File: config.mk
export PLATFORM = sky130hd
export DESIGN_NAME = multicycle_control_flat
export DESIGN_NICKNAME = d
export VERILOG_FILES = /design/src/rtl/multicycle_control_if.sv /design/src/rtl/multicycle_control.sv /design/src/flat_wrapper.sv
export SDC_FILE = /design/constraint.sdc
export NUM_CORES = 1
export LEC_CHECK = 0
export ABC_CLOCK_PERIOD_IN_PS = 1490
export CAP_MARGIN = 20
export CORE_MARGIN = 1
export CORE_UTILIZATION = 24
export CTS_BUF_LIST = sky130_fd_sc_hd__clkbuf_16
export CTS_CLUSTER_SIZE = 12
export DETAILED_ROUTE_END_ITERATION = 7
export HOLD_SLACK_MARGIN = 0.03
export PLACE_DENSITY_LB_ADDON = 0.25
export SYNTH_ARGS = -nofsm -noshare
export SYNTH_HDL_FRONTEND = slang
export SYNTH_SLANG_ARGS = --single-unit
File: constraint.sdc
create_clock -name clk -period 1.49 [get_ports clk]
set_input_delay 0.3725 -clock clk [delete_from_list [all_inputs] [get_ports clk]]
set_output_delay 0.3725 -clock clk [all_outputs]
set_load 0.02 [all_outputs]
File: src/rtl/multicycle_control_if.sv
// Controller <-> datapath bundle for the multicycle CPU control FSM.
// mem_ready: the memory completes the current access in any cycle where it is 1;
// the controller holds mem_read/mem_write/iord/ir_write stable until that cycle.
interface multicycle_control_if;
  logic [31:0] instr;
  logic        beq_alu;
  logic        mem_ready;
  logic [3:0]  alu_sel;
  logic        alu_src_a;
  logic [1:0]  alu_src_b;
  logic        iord;
  logic        mem_read;
  logic        mem_write;
  logic        ir_write;
  logic        pc_write;
  logic [1:0]  pc_source;
  logic        reg_write;
  logic        mem_to_reg;
  logic        illegal;
  logic [2:0]  state;

  modport master (
    input  instr, beq_alu, mem_ready,
    output alu_sel, alu_src_a, alu_src_b, iord, mem_read, mem_write,
           ir_write, pc_write, pc_source, reg_write, mem_to_reg, illegal, state
  );

  modport slave (
    output instr, beq_alu, mem_ready,
    input  alu_sel, alu_src_a, alu_src_b, iord, mem_read, mem_write,
           ir_write, pc_write, pc_source, reg_write, mem_to_reg, illegal, state
  );
endinterface

File: src/rtl/multicycle_control.sv
// Multicycle CPU control FSM: fetch/decode/exec/mem/wb sequencing, ALU and mux
// selects, PC/IR/regfile/memory strobes and the branch decision.
module multicycle_control (
  input  logic                   clk,
  input  logic                   rst,
  multicycle_control_if.master   bus
);
  typedef enum logic [2:0] {
    FETCH  = 3'd0,
    DECODE = 3'd1,
    EXEC   = 3'd2,
    MEM    = 3'd3,
    WB     = 3'd4
  } state_e;

  localparam logic [3:0] ALU_ADD = 4'b0010;
  localparam logic [3:0] ALU_SUB = 4'b0011;

  state_e      state_q, state_d;
  logic [1:0]  cls;
  logic [3:0]  func;
  logic        alu_func_ok;
  logic        is_nop, is_ralu, is_ialu, is_alu;
  logic        is_lw, is_sw, is_beq, is_bne, is_jmp, is_legal;
  logic        unused_instr_bits;

  logic [3:0]  alu_sel;
  logic        alu_src_a;
  logic [1:0]  alu_src_b;
  logic        iord, mem_read, mem_write, ir_write, pc_write;
  logic [1:0]  pc_source;
  logic        reg_write, mem_to_reg, illegal;

  assign cls               = bus.instr[31:30];
  assign func              = bus.instr[29:26];
  assign unused_instr_bits = ^bus.instr[25:0];

  always_comb begin
    case (func)
      4'b0000, 4'b0001, 4'b0010, 4'b0011,
      4'b0100, 4'b0101, 4'b0111, 4'b1001: alu_func_ok = 1'b1;
      default:                            alu_func_ok = 1'b0;
    endcase
  end

  assign is_nop   = (cls == 2'b00);
  assign is_ralu  = (cls == 2'b01) && alu_func_ok;
  assign is_ialu  = (cls == 2'b11) && alu_func_ok;
  assign is_alu   = is_ralu || is_ialu;
  assign is_lw    = (cls == 2'b10) && (func == 4'b0000);
  assign is_sw    = (cls == 2'b10) && (func == 4'b0001);
  assign is_beq   = (cls == 2'b10) && (func == 4'b0010);
  assign is_bne   = (cls == 2'b10) && (func == 4'b0011);
  assign is_jmp   = (cls == 2'b10) && (func == 4'b0100);
  assign is_legal = is_nop || is_alu || is_lw || is_sw || is_beq || is_bne || is_jmp;

  always_ff @(posedge clk) begin
    if (rst) state_q <= FETCH;
    else     state_q <= state_d;
  end

  always_comb begin
    state_d    = state_q;
    alu_sel    = 4'b0000;
    alu_src_a  = 1'b0;
    alu_src_b  = 2'b00;
    iord       = 1'b0;
    mem_read   = 1'b0;
    mem_write  = 1'b0;
    ir_write   = 1'b0;
    pc_write   = 1'b0;
    pc_source  = 2'b00;
    reg_write  = 1'b0;
    mem_to_reg = 1'b0;
    illegal    = 1'b0;
    case (state_q)
      FETCH: begin
        mem_read  = 1'b1;
        alu_src_b = 2'b01;
        alu_sel   = ALU_ADD;
        ir_write  = bus.mem_ready;
        pc_write  = bus.mem_ready;
        if (bus.mem_ready) state_d = DECODE;
      end
      DECODE: begin
        // Branch target PC + (imm<<2) is formed here so EXEC can load it from ALUOut.
        alu_src_b = 2'b11;
        alu_sel   = ALU_ADD;
        if (is_nop) begin
          state_d = FETCH;
        end else if (!is_legal) begin
          illegal = 1'b1;
          state_d = FETCH;
        end else if (is_jmp) begin
          pc_write  = 1'b1;
          pc_source = 2'b10;
          state_d   = FETCH;
        end else begin
          state_d = EXEC;
        end
      end
      EXEC: begin
        alu_src_a = 1'b1;
        state_d   = FETCH;
        if (is_alu) begin
          alu_sel   = func;
          alu_src_b = is_ialu ? 2'b10 : 2'b00;
          state_d   = WB;
        end else if (is_lw || is_sw) begin
          alu_src_b = 2'b10;
          alu_sel   = ALU_ADD;
          state_d   = MEM;
        end else if (is_beq || is_bne) begin
          alu_sel   = ALU_SUB;
          pc_source = 2'b01;
          pc_write  = is_beq ? bus.beq_alu : ~bus.beq_alu;
        end
      end
      MEM: begin
        iord      = 1'b1;
        mem_read  = is_lw;
        mem_write = is_sw;
        if (bus.mem_ready) state_d = is_lw ? WB : FETCH;
      end
      WB: begin
        reg_write  = 1'b1;
        mem_to_reg = is_lw;
        state_d    = FETCH;
      end
      default: state_d = FETCH;
    endcase
    // Reset wins over everything so no write strobe escapes in the rst cycle.
    if (rst) begin
      alu_sel    = 4'b0000;
      alu_src_a  = 1'b0;
      alu_src_b  = 2'b00;
      iord       = 1'b0;
      mem_read   = 1'b0;
      mem_write  = 1'b0;
      ir_write   = 1'b0;
      pc_write   = 1'b0;
      pc_source  = 2'b00;
      reg_write  = 1'b0;
      mem_to_reg = 1'b0;
      illegal    = 1'b0;
    end
  end

  assign bus.alu_sel    = alu_sel;
  assign bus.alu_src_a  = alu_src_a;
  assign bus.alu_src_b  = alu_src_b;
  assign bus.iord       = iord;
  assign bus.mem_read   = mem_read;
  assign bus.mem_write  = mem_write;
  assign bus.ir_write   = ir_write;
  assign bus.pc_write   = pc_write;
  assign bus.pc_source  = pc_source;
  assign bus.reg_write  = reg_write;
  assign bus.mem_to_reg = mem_to_reg;
  assign bus.illegal    = illegal;
  assign bus.state      = state_q;
endmodule

File: src/flat_wrapper.sv
// flat-port wrapper written by rule: the top's interface ports become plain ports
module multicycle_control_flat 
  (clk, rst, bus_instr, bus_beq_alu, bus_mem_ready, bus_alu_sel, bus_alu_src_a, bus_alu_src_b, bus_iord, bus_mem_read, bus_mem_write, bus_ir_write, bus_pc_write, bus_pc_source, bus_reg_write, bus_mem_to_reg, bus_illegal, bus_state);
  multicycle_control_if bus_i ();
  input  logic clk;
  input  logic rst;
  input wire logic [$bits(bus_i.instr)-1:0] bus_instr;
  input wire logic [$bits(bus_i.beq_alu)-1:0] bus_beq_alu;
  input wire logic [$bits(bus_i.mem_ready)-1:0] bus_mem_ready;
  output wire logic [$bits(bus_i.alu_sel)-1:0] bus_alu_sel;
  output wire logic [$bits(bus_i.alu_src_a)-1:0] bus_alu_src_a;
  output wire logic [$bits(bus_i.alu_src_b)-1:0] bus_alu_src_b;
  output wire logic [$bits(bus_i.iord)-1:0] bus_iord;
  output wire logic [$bits(bus_i.mem_read)-1:0] bus_mem_read;
  output wire logic [$bits(bus_i.mem_write)-1:0] bus_mem_write;
  output wire logic [$bits(bus_i.ir_write)-1:0] bus_ir_write;
  output wire logic [$bits(bus_i.pc_write)-1:0] bus_pc_write;
  output wire logic [$bits(bus_i.pc_source)-1:0] bus_pc_source;
  output wire logic [$bits(bus_i.reg_write)-1:0] bus_reg_write;
  output wire logic [$bits(bus_i.mem_to_reg)-1:0] bus_mem_to_reg;
  output wire logic [$bits(bus_i.illegal)-1:0] bus_illegal;
  output wire logic [$bits(bus_i.state)-1:0] bus_state;
  assign bus_i.instr = bus_instr;
  assign bus_i.beq_alu = bus_beq_alu;
  assign bus_i.mem_ready = bus_mem_ready;
  assign bus_alu_sel = bus_i.alu_sel;
  assign bus_alu_src_a = bus_i.alu_src_a;
  assign bus_alu_src_b = bus_i.alu_src_b;
  assign bus_iord = bus_i.iord;
  assign bus_mem_read = bus_i.mem_read;
  assign bus_mem_write = bus_i.mem_write;
  assign bus_ir_write = bus_i.ir_write;
  assign bus_pc_write = bus_i.pc_write;
  assign bus_pc_source = bus_i.pc_source;
  assign bus_reg_write = bus_i.reg_write;
  assign bus_mem_to_reg = bus_i.mem_to_reg;
  assign bus_illegal = bus_i.illegal;
  assign bus_state = bus_i.state;
  multicycle_control u_core (.clk(clk), .rst(rst), .bus(bus_i));
endmodule
final_congestion.png
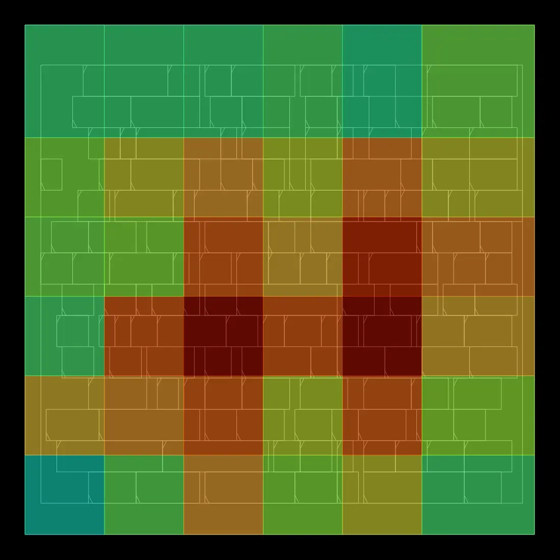
global-route track usage on met1: 30.4%
GRT Resource Usage Total: 27.4%
core utilization of the finished layout: 86.5%
met3 Usage GRT: 3.67%

met3.png
Scale: 12 px per um. Cells faint in the background.
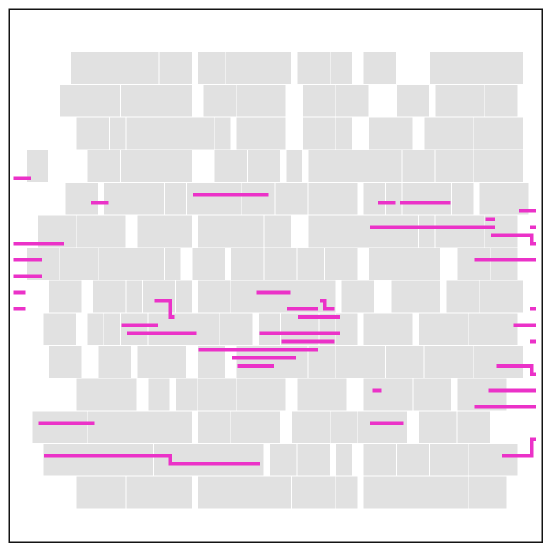
main direction	horizontal
longest straight run	10.3 um
nets with wire on the layer	34
share of all routed wire	5.0%

==> results_tabular.tex <==
% Table of physical implementation metrics
\begin{tabular}{lr}
\hline
Metric & Value \\
\hline
\multicolumn{2}{l}{\textbf{Finish}} \\
\quad Number of signal-net inverters in the final layout & 6 \\
\quad Multi-input combinational area share & 40.7\% \\
\quad Portion of the layout cell area used by non-clock buffers & 44.8\% \\
\quad Diodes inserted & 0 \\
\quad Flip-flop and latch share of the layout cell area & 4.81\% \\
\quad Largest contributor to cell area by class & non-clock buffers \\
\quad Mi-comb count & 55 \\
\quad Count of non-CTS buffers in the layout & 70 \\
\quad Area taken by flip-flops and latches & 66.3 um\^{}2 \\
\quad Post-route cell area & 1380 um\^{}2 \\
\multicolumn{2}{l}{\textbf{CTS}} \\
\quad Htree depth & 1 \\
\quad Clock-pin slew of the registers on the worst-case setup and hold paths & 0.03 ns \\
\quad TritonCTS clock tree & yes \\
\quad Cts hold-fix bufs & 0 \\
\quad Clock latency of the later-clocked register in the worst-skew pair & 0.23 ns \\
\quad Post-CTS resize count & 155 \\
\multicolumn{2}{l}{\textbf{Synth}} \\
\quad Yosys top cell area share & 14.0\% \\
\quad Cells after synthesis & 65 \\
\quad Synthesized area divided by synthesized cell count & 6.60 um\^{}2 \\
\quad Share of synthesized area occupied by flip-flops and latches & 14.0\% \\
\quad Cell type with the largest total area & dfxtp\_1 \\
\quad Post-synthesis cell type with the largest instance count & nand2\_1 \\
\quad Chip area in the Yosys report & 429 um\^{}2 \\
\quad Multiplexer share of the synthesized area & 2.62\% \\
\quad Number of cells in Yosys stat & 65 \\
\quad Main area contributors & dfxtp\_1 (14\%), nand2\_1 (7.0\%), nor2b\_1 (5.8\%), nor2\_1 (5.2\%), a21oi\_2 (4.1\%) \\
\quad EDFF count, synth & 0 \\
\quad Async set-or-reset flop fraction in the synthesized netlist & 0\% \\
\multicolumn{2}{l}{\textbf{Placed design}} \\
\quad Placed insts & 148 \\
\quad Number of port buffers & 29 \\
\quad Detailed placement HPWL & 1410 um \\
\quad Final GP Congestion & 0.867 \\
\multicolumn{2}{l}{\textbf{Power and ir drop}} \\
\quad Power dissipated in combinational cells & 0.309 mW \\
\quad Total power consumption of the routed design & 0.836 mW \\
\quad Clock group power & 0.443 mW \\
\quad Reg power frac & 10.1\% \\
\quad Power in sequential cells & 0.0847 mW \\
\quad Switching power of the nets & 0.247 mW \\
\quad Clock network power share & 53.0\% \\
\quad Max rail drop VDD & 1320 uV \\
\quad Power share of the combinational group & 36.9\% \\
\multicolumn{2}{l}{\textbf{Timing}} \\
\quad Final critical-path setup slack & -0.354 ns \\
\quad Count of endpoints failing hold in the final timing report & 0 \\
\quad Final clock skew & 0.000371 ns \\
\quad Number of endpoints failing setup at the final stage & 17 \\
\quad Maximum clock rate & 0.542 GHz \\
\quad Final worst path period share & 124\% \\
\multicolumn{2}{l}{\textbf{GRT}} \\
\quad Vias in the first global route & 813 \\
\quad Global-route track usage on met2 & 52.1\% \\
\quad First-pass GRT wire length & 3840 um \\
\multicolumn{2}{l}{\textbf{Route}} \\
\quad Met2 routed wirelength & 1450 um \\
\quad Detailed Routing Iterations Pass 1 & 4 \\
\quad Total length of routed wires & 2730 um \\
\quad Highest routed layer & met4 \\
\quad Met1 Wirelength & 1070 um \\
\quad Antenna-violating nets left & 0 \\
\quad Drt initial violations & 42 \\
\multicolumn{2}{l}{\textbf{Worst setup path}} \\
\quad Count of cells along the worst register-to-register path & 7 \\
\quad Kind of critical path & flop to output port \\
\quad Critical path fanouts, max & 3 \\
\quad Largest delay share family, worst path & simple AND/OR/NAND/NOR gates \\
\quad Startpoint kind of the worst setup timing path & flop \\
\quad Maximum cell stage delay along the critical path & 0.31 ns \\
\quad Number of buffers and inverters on the critical path & 2 \\
\multicolumn{2}{l}{\textbf{Min path}} \\
\quad Cell depth of the worst hold path & 3 \\
\quad Type of the worst min-delay path & input port to flop \\
\multicolumn{2}{l}{\textbf{Floorplan}} \\
\quad Tap cells & 24 \\
\quad Die y size & 44.3 um \\
\quad Die footprint & 1960 um\^{}2 \\
\quad Number of primary I/O pins & 56 \\
\quad Number of placement rows & 14 \\
\multicolumn{2}{l}{\textbf{Status}} \\
\quad Violated checks & setup timing \\
\quad Status & finished, violations left \\
\multicolumn{2}{l}{\textbf{Flow run}} \\
\quad Max Cap Viol & 0 \\
\hline
\end{tabular}
pins.png
Scale: 12 px per um. Pins as bars across the die edge, other pins in grey.
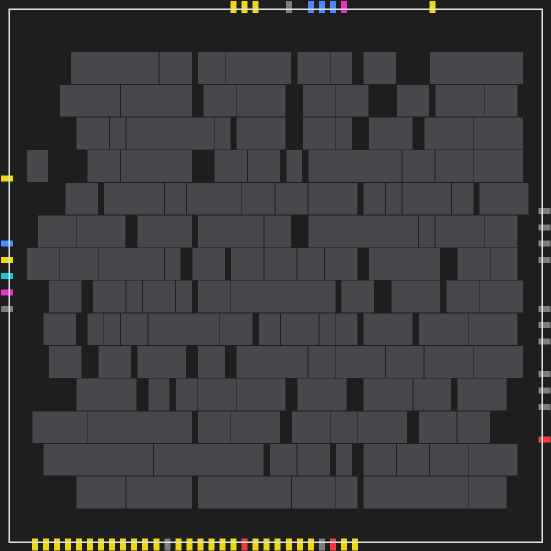
colour	port	pins	direction	edge
cyan	`bus_illegal`	1	output	left
yellow	`bus_instr`	32	input	26 bottom, 4 top, 2 left
blue	`bus_alu_sel`	4	output	3 top, 1 left
red	`bus_state`	3	output	2 bottom, 1 right
magenta	`bus_pc_source`	2	output	1 top, 1 left

wire_density.png
Scale: 8 px per um. 9 x 9 tiles, from dark blue (low) to red (high), scaled to the fullest tile. Values are wire area over tile area, all layers added.
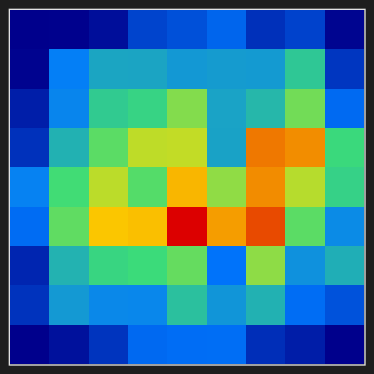
fullest tile	0.60
tiles over half the peak	28%
mean over tiles	0.22
nearly empty tiles	7.4%
emptiest ninth of the die	top left

Power is estimated from default activity; no workload was simulated.
